### src/rtl/fb_pixel_writer_pkg.sv
// rtl/fb_pixel_writer_pkg.sv - shared types and widths for the framebuffer pixel writer
package fb_writer_pkg;

    localparam int GRAY_W  = 4;
    localparam int ENTRY_W = GRAY_W + 1;

    typedef enum logic [2:0] {
        IDLE,
        ENTER,
        PTR_RST,
        ISSUE,
        WAIT_ACK,
        EXIT
    } state_t;

    typedef struct packed {
        logic              sof;
        logic [GRAY_W-1:0] data;
    } entry_t;

endpackage

### src/rtl/fb_pixel_writer_if.sv
// rtl/fb_pixel_writer_if.sv - pixel stream in, QSPI framebuffer write handshake out
interface fb_pixel_writer_if;
    import fb_writer_pkg::*;

    logic              pix_valid;
    logic [GRAY_W-1:0] pix_data;
    logic              pix_sof;
    logic              pix_ready;
    logic              flush;
    logic              write_mode;
    logic [GRAY_W-1:0] write_data_in;
    logic              reset_write_ptr;
    logic              write_data;
    logic              wrote_data;
    logic              busy;
    logic              ack_err;

    modport master (
        output pix_valid, pix_data, pix_sof, flush, wrote_data,
        input  pix_ready, write_mode, write_data_in, reset_write_ptr, write_data, busy, ack_err
    );

    modport slave (
        input  pix_valid, pix_data, pix_sof, flush, wrote_data,
        output pix_ready, write_mode, write_data_in, reset_write_ptr, write_data, busy, ack_err
    );

endinterface

### src/rtl/fb_pixel_writer_fifo.sv
// rtl/fb_pixel_writer_fifo.sv - synchronous FIFO with count and a peek at the entry behind the head
module sync_fifo #(
    parameter int WIDTH   = 5,
    parameter int DEPTH   = 8,
    parameter int TAG_BIT = WIDTH - 1
) (
    input  logic                   clk,
    input  logic                   rst,
    input  logic                   i_push,
    input  logic [WIDTH-1:0]       i_data,
    input  logic                   i_pop,
    output logic [WIDTH-1:0]       o_data,
    output logic                   o_next_tag,
    output logic [$clog2(DEPTH):0] o_count,
    output logic                   o_full,
    output logic                   o_empty
);
    localparam int AW = $clog2(DEPTH);
    localparam logic [AW:0] FULL_CNT = (AW+1)'(DEPTH);

    logic [WIDTH-1:0] r_mem [DEPTH];
    logic [AW-1:0]    r_wr_ptr;
    logic [AW-1:0]    r_rd_ptr;
    logic [AW-1:0]    w_rd_next;
    logic [AW:0]      r_count;
    logic             w_push_ok;
    logic             w_pop_ok;

    assign o_full     = (r_count == FULL_CNT);
    assign o_empty    = (r_count == '0);
    assign o_count    = r_count;
    assign w_push_ok  = i_push & ~o_full;
    assign w_pop_ok   = i_pop & ~o_empty;
    assign w_rd_next  = r_rd_ptr + AW'(1);
    assign o_data     = r_mem[r_rd_ptr];
    // Lets the consumer see a flag of the entry that becomes head after a pop.
    assign o_next_tag = r_mem[w_rd_next][TAG_BIT];

    always_ff @(posedge clk) begin
        if (w_push_ok) begin
            r_mem[r_wr_ptr] <= i_data;
        end
    end

    always_ff @(posedge clk) begin
        if (rst) begin
            r_wr_ptr <= '0;
            r_rd_ptr <= '0;
            r_count  <= '0;
        end else begin
            if (w_push_ok) begin
                r_wr_ptr <= r_wr_ptr + AW'(1);
            end
            if (w_pop_ok) begin
                r_rd_ptr <= w_rd_next;
            end
            if (w_push_ok && !w_pop_ok) begin
                r_count <= r_count + (AW+1)'(1);
            end else if (!w_push_ok && w_pop_ok) begin
                r_count <= r_count - (AW+1)'(1);
            end
        end
    end

endmodule

### src/rtl/fb_pixel_writer.sv
// rtl/fb_pixel_writer.sv - buffers gray pixels and writes them to the framebuffer driver in bursts
module fb_pixel_writer
    import fb_writer_pkg::*;
#(
    parameter int FIFO_DEPTH     = 8,
    parameter int BURST_LEN      = 4,
    parameter int PTR_RST_CYCLES = 4,
    parameter int ACK_TIMEOUT    = 63,
    parameter int EXIT_GAP       = 2
) (
    input  logic             clk,
    input  logic             rst,
    fb_pixel_writer_if.slave bus
);
    localparam int CW      = $clog2(FIFO_DEPTH) + 1;
    localparam int CNT_MAX = (ACK_TIMEOUT > PTR_RST_CYCLES) ? ACK_TIMEOUT : PTR_RST_CYCLES;
    localparam int CNT_W   = $clog2(CNT_MAX + 1);
    localparam int GAP_W   = $clog2(EXIT_GAP + 2);

    state_t           r_state;
    state_t           w_state_next;
    entry_t           w_head;
    logic [CW-1:0]    w_count;
    logic             w_full;
    logic             w_empty;
    logic             w_next_sof;
    logic             w_push;
    logic             w_pop;
    logic             w_last_pop;
    logic             w_new_head_sof;
    logic             w_waiting;
    logic             w_timeout;
    logic [CNT_W-1:0] r_cnt;
    logic [GAP_W-1:0] r_gap;
    logic             r_flush_pend;
    logic             r_ack_err;

    sync_fifo #(
        .WIDTH   (ENTRY_W),
        .DEPTH   (FIFO_DEPTH),
        .TAG_BIT (ENTRY_W - 1)
    ) u_fifo (
        .clk        (clk),
        .rst        (rst),
        .i_push     (w_push),
        .i_data     ({bus.pix_sof, bus.pix_data}),
        .i_pop      (w_pop),
        .o_data     (w_head),
        .o_next_tag (w_next_sof),
        .o_count    (w_count),
        .o_full     (w_full),
        .o_empty    (w_empty)
    );

    assign w_push     = bus.pix_valid & ~w_full;
    assign w_pop      = (r_state == WAIT_ACK) & bus.wrote_data;
    assign w_last_pop = w_pop & (w_count == CW'(1)) & ~w_push;
    // With a single entry left, the next head is whatever is being pushed this cycle.
    assign w_new_head_sof = (w_count > CW'(1)) ? w_next_sof : bus.pix_sof;
    assign w_waiting  = (r_state == ENTER) || (r_state == WAIT_ACK);
    assign w_timeout  = w_waiting & ~bus.wrote_data & (r_cnt == CNT_W'(ACK_TIMEOUT));

    always_comb begin
        w_state_next = r_state;
        case (r_state)
            IDLE: begin
                if (r_gap == '0 &&
                    (w_count >= CW'(BURST_LEN) || (r_flush_pend && !w_empty))) begin
                    w_state_next = ENTER;
                end
            end
            ENTER: begin
                if (bus.wrote_data) begin
                    w_state_next = w_head.sof ? PTR_RST : ISSUE;
                end else if (w_timeout) begin
                    w_state_next = EXIT;
                end
            end
            PTR_RST: begin
                if (r_cnt == CNT_W'(PTR_RST_CYCLES - 1)) begin
                    w_state_next = ISSUE;
                end
            end
            ISSUE: w_state_next = WAIT_ACK;
            WAIT_ACK: begin
                if (bus.wrote_data) begin
                    if (w_last_pop) begin
                        w_state_next = EXIT;
                    end else if (w_new_head_sof) begin
                        w_state_next = PTR_RST;
                    end else begin
                        w_state_next = ISSUE;
                    end
                end else if (w_timeout) begin
                    w_state_next = EXIT;
                end
            end
            EXIT:    w_state_next = IDLE;
            default: w_state_next = IDLE;
        endcase
    end

    always_ff @(posedge clk) begin
        if (rst) begin
            r_state <= IDLE;
        end else begin
            r_state <= w_state_next;
        end
    end

    // One counter serves both the pointer-reset hold and the ack timeout; it restarts per state.
    always_ff @(posedge clk) begin
        if (rst || w_state_next != r_state) begin
            r_cnt <= '0;
        end else if (r_state inside {ENTER, PTR_RST, WAIT_ACK}) begin
            r_cnt <= r_cnt + CNT_W'(1);
        end else begin
            r_cnt <= '0;
        end
    end

    always_ff @(posedge clk) begin
        if (rst) begin
            r_gap        <= '0;
            r_flush_pend <= 1'b0;
            r_ack_err    <= 1'b0;
        end else begin
            if (r_state == EXIT) begin
                r_gap <= GAP_W'(EXIT_GAP);
            end else if (r_gap != '0) begin
                r_gap <= r_gap - GAP_W'(1);
            end
            if (bus.flush) begin
                r_flush_pend <= 1'b1;
            end else if (w_last_pop) begin
                r_flush_pend <= 1'b0;
            end
            if (w_timeout) begin
                r_ack_err <= 1'b1;
            end
        end
    end

    assign bus.pix_ready       = ~w_full;
    assign bus.write_mode      = r_state inside {ENTER, PTR_RST, ISSUE, WAIT_ACK};
    assign bus.write_data_in   = w_head.data;
    assign bus.reset_write_ptr = (r_state == PTR_RST);
    assign bus.write_data      = (r_state == ISSUE);
    assign bus.busy            = (r_state != IDLE);
    assign bus.ack_err         = r_ack_err;

endmodule
### src/flat_wrapper.sv
// flat-port wrapper written by rule: the top's interface ports become plain ports
module fb_pixel_writer_flat import fb_writer_pkg::*;
#(
    parameter int FIFO_DEPTH     = 8,
    parameter int BURST_LEN      = 4,
    parameter int PTR_RST_CYCLES = 4,
    parameter int ACK_TIMEOUT    = 63,
    parameter int EXIT_GAP       = 2
)
  (clk, rst, bus_pix_valid, bus_pix_data, bus_pix_sof, bus_flush, bus_wrote_data, bus_pix_ready, bus_write_mode, bus_write_data_in, bus_reset_write_ptr, bus_write_data, bus_busy, bus_ack_err);
  fb_pixel_writer_if bus_i ();
  input  logic clk;
  input  logic rst;
  input wire logic [$bits(bus_i.pix_valid)-1:0] bus_pix_valid;
  input wire logic [$bits(bus_i.pix_data)-1:0] bus_pix_data;
  input wire logic [$bits(bus_i.pix_sof)-1:0] bus_pix_sof;
  input wire logic [$bits(bus_i.flush)-1:0] bus_flush;
  input wire logic [$bits(bus_i.wrote_data)-1:0] bus_wrote_data;
  output wire logic [$bits(bus_i.pix_ready)-1:0] bus_pix_ready;
  output wire logic [$bits(bus_i.write_mode)-1:0] bus_write_mode;
  output wire logic [$bits(bus_i.write_data_in)-1:0] bus_write_data_in;
  output wire logic [$bits(bus_i.reset_write_ptr)-1:0] bus_reset_write_ptr;
  output wire logic [$bits(bus_i.write_data)-1:0] bus_write_data;
  output wire logic [$bits(bus_i.busy)-1:0] bus_busy;
  output wire logic [$bits(bus_i.ack_err)-1:0] bus_ack_err;
  assign bus_i.pix_valid = bus_pix_valid;
  assign bus_i.pix_data = bus_pix_data;
  assign bus_i.pix_sof = bus_pix_sof;
  assign bus_i.flush = bus_flush;
  assign bus_i.wrote_data = bus_wrote_data;
  assign bus_pix_ready = bus_i.pix_ready;
  assign bus_write_mode = bus_i.write_mode;
  assign bus_write_data_in = bus_i.write_data_in;
  assign bus_reset_write_ptr = bus_i.reset_write_ptr;
  assign bus_write_data = bus_i.write_data;
  assign bus_busy = bus_i.busy;
  assign bus_ack_err = bus_i.ack_err;
  fb_pixel_writer #(.FIFO_DEPTH(FIFO_DEPTH), .BURST_LEN(BURST_LEN), .PTR_RST_CYCLES(PTR_RST_CYCLES), .ACK_TIMEOUT(ACK_TIMEOUT), .EXIT_GAP(EXIT_GAP)) u_core (.clk(clk), .rst(rst), .bus(bus_i));
endmodule
### config.mk
export PLATFORM = sky130hd
export DESIGN_NAME = fb_pixel_writer_flat
export DESIGN_NICKNAME = d
export VERILOG_FILES = /design/src/rtl/fb_pixel_writer_pkg.sv /design/src/rtl/fb_pixel_writer_if.sv /design/src/rtl/fb_pixel_writer_fifo.sv /design/src/rtl/fb_pixel_writer.sv /design/src/flat_wrapper.sv
export SDC_FILE = /design/constraint.sdc
export NUM_CORES = 1
export LEC_CHECK = 0
export CAP_MARGIN = 25
export CORE_MARGIN = 8
export CORE_UTILIZATION = 52
export DETAILED_ROUTE_END_ITERATION = 8
export PLACE_DENSITY = 0.69
export SYNTH_ARGS = -nofsm -noshare
export SYNTH_HDL_FRONTEND = slang
export SYNTH_SLANG_ARGS = --single-unit
### constraint.sdc
create_clock -name clk -period 2.9 [get_ports clk]
set_input_delay 0.29 -clock clk [delete_from_list [all_inputs] [get_ports clk]]
set_output_delay 0.29 -clock clk [all_outputs]
set_load 0.1 [all_outputs]
run_1/gates.png
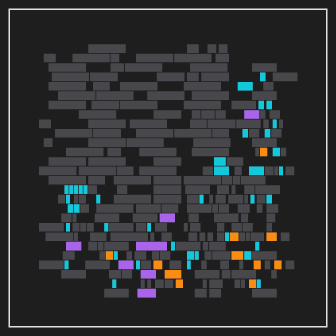
[purple] fa/ha/maj cells | cells: 7
[cyan] nor cells | cells: 39
[orange] and/or cells | cells: 11

run_1/congestion_map.png
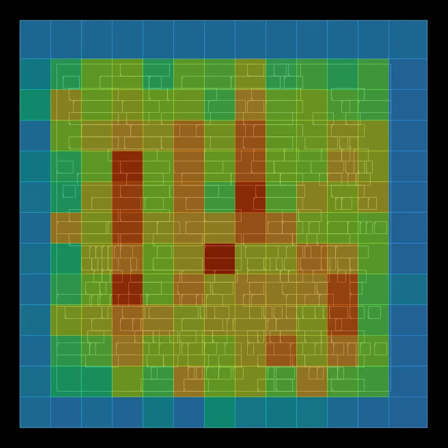
Most Crowded Layer GR: met2
routed length per instance: 16.8 um
Total GRT Usage: 0.141

run_1/closeup.png
Bar = 10 um. Region (10, 10) to (35, 35) um. Cells in gray, sequential cells in the stronger gray; small squares are vias.
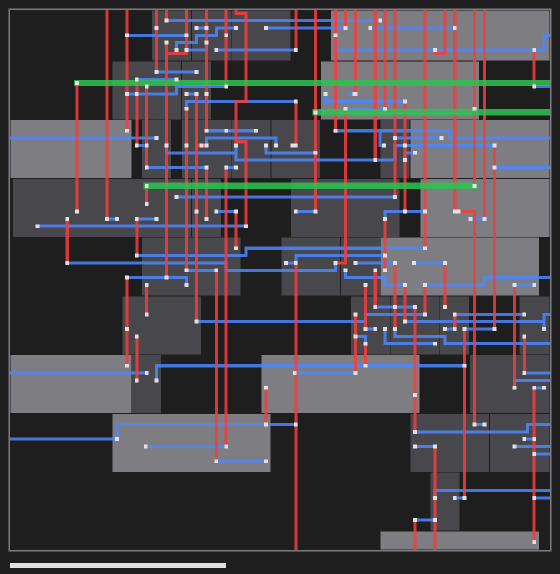
[red] M2
[green] M3
[blue] M1
netlist names of flops here include: u_core.u_fifo.r_wr_ptr (3), u_core.u_fifo.o_count (2), u_core.u_fifo.r_mem (2)
sequential cells in the window: 9
cells with their middle in the window: 35
most frequent: dfxtp_1 (7), nor2_1 (5), a21oi_1 (3)

==> results.toml, run 1 <==
# flow metrics
[route]
dr.pass1.iters = 4
via_per_inst = 5.59
num_vias = 1823
drtIter0Drc = 65
wirelength_um = 5470
drc = 0

[power]
cell_internal_pwr_uw = 1630
ir_worst_vdd_uv = 505
p_comb_uw = 536
powerDensity_nw_per_um2 = 709
leakage_uw = 0.00116
pg_clk_uw = 796

[critical_path]
crit_fanout = 10
ff2ff_setup_slack_ns = 0.71
cp_slowest_cell = "dfxtp_1"
max_stage_delay_ns = 0.75
critical_path_class = "reg2out"
path_cells = "mux4_2 -> mux2_2 -> buf_4"
required_ns = 2.61
worstPathArrival_ns = 2.22

[timing]
hold_violations = 0
fmaxAchievable_ghz = 0.399
setup_viol = 0

[logic_synthesis]
ys_area_sq_um = 2960
top_logic_kind = "simple AND/OR/NAND/NOR gates"
async_flop_share = 0
yosys.area_share.adder = 0.0296
top_cells_by_count = "edfxtp_1 (40), dfxtp_1 (26), nor2_1 (24), mux4_2 (12), a21oi_1 (11)"
fp_nets = 241
synthCells = 224
netlist_area_sq_um = 2960
synthFlopType = "edfxtp_1"
avgSynthCellArea_sq_um = 13.2
mux_share = 0.120
synth.ff_latch_count = 66
postSynthSeqShare = 0.582
xor_share = 0.0326

[clock_network]
cts_root_buf = "clkbuf_8"
clkSinkCount = 66
clkTransAtPathRegs_ns = 0.08
clk_latency_ns = 0.34
cts_tree = "yes"
cts_resized = 0

[floorplan]
die_area_sq_um = 8360
core_area_sq_um = 5510
die_y_um = 91.4

[final_layout]
stdcell_count = 326
logic_area_sq_um = 1170
nFillCells = 435
syn_to_final_growth_pct = 15.4
design.final.nets = 266

[global_routing]
gr-total-overflow = 0

[min_path]
hp-class = "reg2reg"

[placement]
dpl.hpwl_um = 3720
numPlacedInstances = 310
port_buffers = 19
placed_area_sq_um = 3210

[outcome]
status = "completed"

[job]
warnings = 29
run 1: flip-flops by register name (all words and copies together) (netlist names), named ones only:
register                cells
u_core.u_fifo.r_wr_ptr      3
u_core.u_fifo.r_rd_ptr      3
u_core.r_flush_pend         1
u_core.r_state              3
u_core.r_gap                2
u_core.bus.ack_err          1
u_core.u_fifo.o_count       4
u_core.r_cnt                6
u_core.u_fifo.r_mem        40
run 1: final timing paths:
kind,startpoint,endpoint,cells after the start
worst min register to register,u_core.r_cnt[0],u_core.r_cnt[0],1
worst min-delay path,u_core.r_cnt[0],u_core.r_cnt[0],1
worst max-delay path,register,bus_write_data_in[2],3
worst max register to register,u_core.u_fifo.o_count[0],u_core.u_fifo.r_mem[7][0],6
run 1: cells by family after synthesis:
group	Yosys count
xor gates and xnor gates	11
AOI/OAI and AO/OA	28
DFF	66
muxes	20
buffers and inverters	17
and+or+nand+nor	75
adders and majority gates	7
run 1: layout make-up:
class	count	share of cell area
repair buffers	24	0.0594
multi-input cells	141	0.342
clock buffers	9	0.0363
flip-flops and latches	66	0.504
inverters	7	0.00770
clock inverters	7	0.0242
well taps	72	0.0264
run 1: worst max-delay path: cells and delay by family (launching register included):
family / cells / cell delay, ns
mux: 2 / 0.90
flops: 1 / 0.75
buf+inv: 1 / 0.23
run 1: layer usage:
layer  wire, um  vias up  GRT usage
li1           -      894          -
met3        303        6     0.0469
met4         65        0     0.0573
met2       2720       37      0.224
met1       2380      886      0.172
met5          0        -          0
run 1: per-stage QoR:
stage,utilization,TNS [ns]
floorplan,-,-0.0347
global placement,0.583,0
detailed placement,0.583,0
CTS,0.620,0
global route,0.620,0
finish,0.620,0
==> run 1 -> run 2 <==
CORE_ASPECT_RATIO = 0.5   (was unset)
CORE_UTILIZATION = 45   (was 52)
GPL_TIMING_DRIVEN = 0   (was unset)
PLACE_DENSITY = 0.61   (was 0.69)
run_2/congestion_map.png
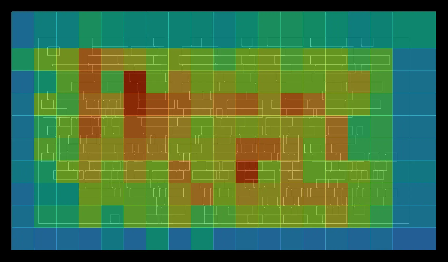
met1 usage: 0.210
met3 usage: 0.0514
Most Crowded Layer GR: met1
met2 usage: 0.166
Final Util: 0.548

run_2/gates.png
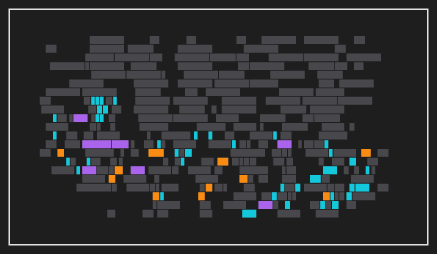
[cyan] nor cells | cells: 39
[orange] and/or cells | cells: 11
[purple] fa/ha/maj cells | cells: 7
Top cell excl fill/tap: edfxtp_1
multi-input gate share of total cell area: 0.327
post-route insts no fill: 350

==> run 2 against run 1 <==
Cell count grew 7.4%. Critical endpoint is now bus_write_data_in[1]. Routed wire length rose by 9.2%. Register-to-register slack lost 0.28 ns.
==> results.toml, run 2 <==
# flow metrics
[outcome]
status = "completed"

[logic_synthesis]
synth.ff_latch_count = 66
top_cells_by_count = "edfxtp_1 (40), dfxtp_1 (26), nor2_1 (24), mux4_2 (12), a21oi_1 (11)"
netlist_area_sq_um = 2960
async_flop_share = 0
synthCells = 224
ys_area_sq_um = 2960
synthFlopType = "edfxtp_1"
avgSynthCellArea_sq_um = 13.2
fp_nets = 241
postSynthSeqShare = 0.582

[final_layout]
syn_to_final_growth_pct = 20.6
logic_area_sq_um = 1170
largest_reg_flops = 40
nFillCells = 581
regMostFlops = "u_core.u_fifo.r_mem"

[power]
ir_worst_vdd_uv = 276
cell_internal_pwr_uw = 1920
powerDensity_nw_per_um2 = 759
switching_share = 0.290
leakage_uw = 0.00122

[clock_network]
cts_tree = "yes"
clkTransAtPathRegs_ns = 0.05
clk_latency_ns = 0.32
clkSinkCount = 66
cts_root_buf = "clkbuf_16"

[route]
dr.max_layer_used = "met4"
dr.pass1.iters = 4
route.met2.wl_um = 2270
drtIter0Drc = 193
drc = 0
m1WireLength_um = 3300
via_per_inst = 5.29
wl_per_cell_um = 17.1
num_vias = 1853
met3_length_um = 386
wirelength_um = 5970

[min_path]
hold_end = "u_core.r_flush_pend"
hp-class = "in2reg"
whs_path_depth = 2

[floorplan]
ioPinCount = 20
core_area_sq_um = 6520
die_area_sq_um = 9580
die_y_um = 73.3

[global_routing]
antenna_found_initial = 0
track_usage = 0.137
gr-total-overflow = 0

[placement]
port_buffers = 17
dpl.hpwl_um = 4310
numPlacedInstances = 333

[critical_path]
worstPathArrival_ns = 2.44
ff2ff_setup_slack_ns = 0.43
worstReg2RegEnd = "u_core.u_fifo.o_count[3]"
cp-endpoint = "bus_write_data_in[1]"
r2r-start = "u_core.r_state[1]"
critical_path_class = "reg2out"
r2r_cells = 9
crit_fanout = 10
required_ns = 2.61

[timing]
setup_viol = 0
period_needed_ns = 2.73
hold_violations = 0
setup_tns_ns = 0
fmaxAchievable_ghz = 0.367

[job]
warnings = 29
==> run 2: cell counts after synthesis <==
Identical to the previous run, type by type.
==> run 2: final cells by class <==
| class | instances | share of cell area |
|---|---|---|
| sequential | 66 | 0.482 |
| multi-input combinational | 141 | 0.327 |
| clock buffer | 12 | 0.0691 |
| timing repair buffer | 18 | 0.0484 |
| tap | 92 | 0.0323 |
| buffer | 10 | 0.0214 |
| clock inverter | 4 | 0.0119 |
| inverter | 7 | 0.00736 |
==> run 2: cell families after synthesis <==
| logic type | count (synthesis) | share of synthesized area |
|---|---|---|
| AND/OR/NAND/NOR | 75 | 0.140 |
| flip-flops | 66 | 0.582 |
| AND-OR/OR-AND | 28 | 0.0647 |
| multiplexers | 20 | 0.120 |
| buffers and inverters | 17 | 0.0313 |
| XOR/XNOR | 11 | 0.0326 |
| adder cells (fa/ha/maj) | 7 | 0.0296 |
==> run 2: power by group through the flow <==
stage | Clock, uW | Sequential (uW) | Combinational [uW]
floorplan | 0 | 1080 | 460
global placement | 0 | 1090 | 584
detailed placement | 0 | 1090 | 592
CTS | 1060 | 1070 | 590
global route | 1100 | 1080 | 631
finish | 1040 | 1070 | 595
==> run 2: timing repair <==
action | 4_1_cts | 5_1_grt
setup endpoints to repair | 4 | 0
hold buffers | 0 | 0
gates resized | 4 | 0
==> run 2: worst max-delay path: stages, from the launching register on <==
cell	delay, ns
dfxtp_1	0.30
buf_1	0.50
mux4_2	0.33
mux2_2	0.15
dlygate4sd2_1	0.85
==> run 2: metrics by stage <==
step	instance area, sq um	hold slack (ns)
after floorplan	2990	0.389
after global placement	3280	0.455
after detailed placement	3280	0.464
after CTS	3560	0.226
after global routing	3570	0.227
final	3570	0.230
Power is estimated from default activity; no workload was simulated.
